## src/rtl/clk_div_monitor.sv

```systemverilog
// clk_div_monitor: samples a divided clock as data in the clk_in domain,
// strobes each synchronised rising edge, measures the spacing between rises
// and tracks lock/fault against the expected division ratio.
module clk_div_monitor #(
  parameter int unsigned EXP_PERIOD = 3,
  parameter int unsigned LOCK_CNT   = 4,
  parameter int unsigned TIMEOUT    = 8,
  parameter int unsigned CNT_W      = 4
) (
  input  logic             clk_in,
  input  logic             rst_n,
  input  logic             enable,
  input  logic             fault_clr,
  input  logic             div_clk,
  output logic             rise_pulse,
  output logic [CNT_W-1:0] period,
  output logic             lock,
  output logic             fault
);

  localparam int unsigned        GOOD_W = $clog2(LOCK_CNT + 1);
  localparam logic [CNT_W-1:0]   EXP_P  = CNT_W'(EXP_PERIOD);
  localparam logic [CNT_W-1:0]   TMO_C  = CNT_W'(TIMEOUT - 1);
  localparam logic [GOOD_W-1:0]  LOCK_G = GOOD_W'(LOCK_CNT);

  typedef enum logic [1:0] {
    ST_IDLE,
    ST_ACQUIRE,
    ST_LOCKED,
    ST_FAULT
  } state_e;

  state_e state_q, state_d;

  logic s1_q, s2_q, s3_q;
  logic rise;

  logic [CNT_W-1:0]  cnt_q, cnt_d;
  logic [GOOD_W-1:0] good_q, good_d;
  logic              seen_q, seen_d;
  logic [CNT_W-1:0]  period_q, period_d;

  logic              active;
  logic              clr_req;
  logic              meas;
  logic              meas_ok;
  logic              tmo;
  logic [CNT_W-1:0]  meas_val;

  // Three-flop synchroniser; the third stage only serves edge detection.
  always_ff @(posedge clk_in or negedge rst_n) begin
    if (!rst_n) begin
      s1_q <= 1'b0;
      s2_q <= 1'b0;
      s3_q <= 1'b0;
    end else begin
      s1_q <= div_clk;
      s2_q <= s1_q;
      s3_q <= s2_q;
    end
  end

  assign rise       = s2_q & ~s3_q;
  assign rise_pulse = rise;
  assign period     = period_q;

  // Measurement datapath: gap counter, good-period counter, first-rise flag.
  always_comb begin
    active   = enable && (state_q != ST_IDLE);
    clr_req  = active && (state_q == ST_FAULT) && fault_clr;
    meas     = active && !clr_req && rise && seen_q;
    tmo      = active && !clr_req && !rise && (cnt_q == TMO_C);
    // A rise seen with the counter saturated reports the maximum instead of wrapping.
    meas_val = (cnt_q == '1) ? '1 : cnt_q + 1'b1;
    meas_ok  = (meas_val == EXP_P);

    cnt_d = cnt_q;
    if (!active || rise) begin
      cnt_d = '0;
    end else if (cnt_q != '1) begin
      cnt_d = cnt_q + 1'b1;
    end

    seen_d = seen_q;
    if (!active || clr_req) begin
      seen_d = 1'b0;
    end else if (rise) begin
      seen_d = 1'b1;
    end else if (tmo && (state_q == ST_ACQUIRE)) begin
      seen_d = 1'b0;
    end

    good_d = good_q;
    if (!active || clr_req) begin
      good_d = '0;
    end else if (state_q == ST_ACQUIRE) begin
      if (tmo) begin
        good_d = '0;
      end else if (meas) begin
        good_d = meas_ok ? (good_q + 1'b1) : '0;
      end
    end

    period_d = meas ? meas_val : period_q;
  end

  // Datapath registers.
  always_ff @(posedge clk_in or negedge rst_n) begin
    if (!rst_n) begin
      cnt_q    <= '0;
      good_q   <= '0;
      seen_q   <= 1'b0;
      period_q <= '0;
    end else begin
      cnt_q    <= cnt_d;
      good_q   <= good_d;
      seen_q   <= seen_d;
      period_q <= period_d;
    end
  end

  // FSM state register.
  always_ff @(posedge clk_in or negedge rst_n) begin
    if (!rst_n) begin
      state_q <= ST_IDLE;
    end else begin
      state_q <= state_d;
    end
  end

  // FSM next-state logic; enable low overrides everything below reset.
  always_comb begin
    state_d = state_q;
    if (!enable) begin
      state_d = ST_IDLE;
    end else begin
      unique case (state_q)
        ST_IDLE:    state_d = ST_ACQUIRE;
        ST_ACQUIRE: begin
          if (meas && meas_ok && ((good_q + 1'b1) == LOCK_G)) begin
            state_d = ST_LOCKED;
          end
        end
        ST_LOCKED: begin
          if ((meas && !meas_ok) || tmo) begin
            state_d = ST_FAULT;
          end
        end
        ST_FAULT: begin
          if (clr_req) begin
            state_d = ST_ACQUIRE;
          end
        end
        default:    state_d = ST_IDLE;
      endcase
    end
  end

  // FSM outputs decoded from the state register.
  always_comb begin
    lock  = (state_q == ST_LOCKED);
    fault = (state_q == ST_FAULT);
  end

endmodule

```

## config.mk

```make
export PLATFORM = sky130hd
export DESIGN_NAME = clk_div_monitor
export DESIGN_NICKNAME = d
export VERILOG_FILES = /design/src/rtl/clk_div_monitor.sv
export SDC_FILE = /design/constraint.sdc
export NUM_CORES = 1
export LEC_CHECK = 0
export ABC_AREA = 0
export CORE_AREA = 2 2 51 53
export CTS_CLUSTER_SIZE = 14
export DETAILED_ROUTE_END_ITERATION = 7
export DIE_AREA = 0 0 53 55
export GPL_ROUTABILITY_DRIVEN = 0
export PLACE_DENSITY = 0.64
export RECOVER_POWER = 25
export SLEW_MARGIN = 0
export SYNTH_ARGS = -nofsm -noshare
export SYNTH_HDL_FRONTEND = slang
export SYNTH_SLANG_ARGS = --single-unit
```

## constraint.sdc

```tcl
create_clock -name clk_in -period 4.3 [get_ports clk_in]
set_input_delay 0.86 -clock clk_in [delete_from_list [all_inputs] [get_ports clk_in]]
set_output_delay 0.86 -clock clk_in [all_outputs]
set_load 0.05 [all_outputs]
```

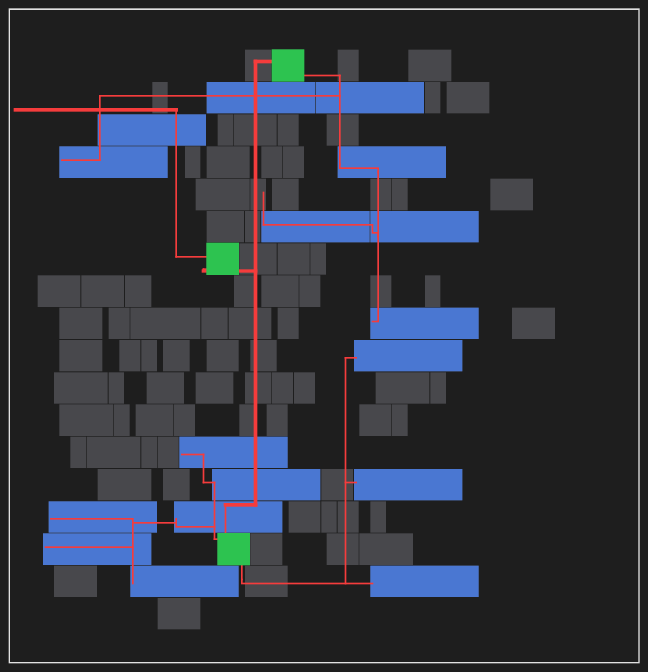
**Above:** clock distribution.
[clock wires] red | length: 224 um
[flip-flops] blue | count: 17
[clock-net drivers] green | count: 3
routed clock nets: 4

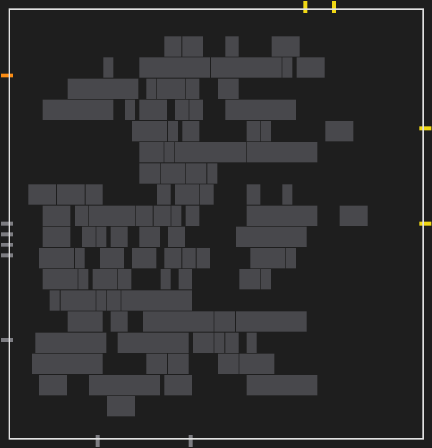
**Above:** I/O pins on the die edge.
Pins as bars across the die edge, other pins in grey.
[period] yellow | pins: 4 | direction: output | edge: 2 north, 2 east
[clk_in] orange | pins: 1 | direction: input | edge: west
all pins by edge: 6 west, 2 north, 2 east, 2 south

==> flow_metrics.env <==
# yosys + openroad results
export IMPL_status="completed"
export IMPL_hold_depth=0
export IMPL_clock_latency_ps=300
export IMPL_path_buffers=2
export IMPL_n_tap_cell=30
export IMPL_seq_area_um2=425
export IMPL_min_path_type="reg2reg"
export IMPL_core_util_floorplan_pct=37.6
export IMPL_area_leaders="dfrtp_1 (48%), ha_1 (9.8%), nand3_1 (3.4%)"
export IMPL_layout_top_cell="dfrtp_1"
export IMPL_sh_seq_area_pct=40.6
export IMPL_met2_usage_pct=19.4
export IMPL_layout_setup_ws_ps=1610
export IMPL_syn_area_um2=890
export IMPL_critical_path_startpoint="state_q[0]"
export IMPL_warning_count=29
export IMPL_cp_slowest_cell="clkdlybuf4s50_1"
export IMPL_grt_max_degree=18
export IMPL_worst_pin_slew_ps=732
export IMPL_groute_layer_met1_usage_pct=16.6
export IMPL_adder_share_pct=9.85
export IMPL_clock_cell_area_share_pct=2.51
export IMPL_die_area_mm2=0.00292
export IMPL_n_all_buffers=11
export IMPL_maxCapViolations=0
export IMPL_critical_path_top_delay_family="buffers and inverters"
export IMPL_clk_power_w=0.0000864
export IMPL_sh_comb_area_pct=41.4
export IMPL_io_pins=12
export IMPL_final_min_clock_period_ps=2690
export IMPL_fillCellCount=238
export IMPL_remaining_drc_errors=0
export IMPL_gr_max_usage_layer="met2"
export IMPL_buffer_area_share_pct=10.5
export IMPL_die_h_um=55
export IMPL_r2r_start="cnt_q[0]"
export IMPL_detail_route_antenna_nets=0
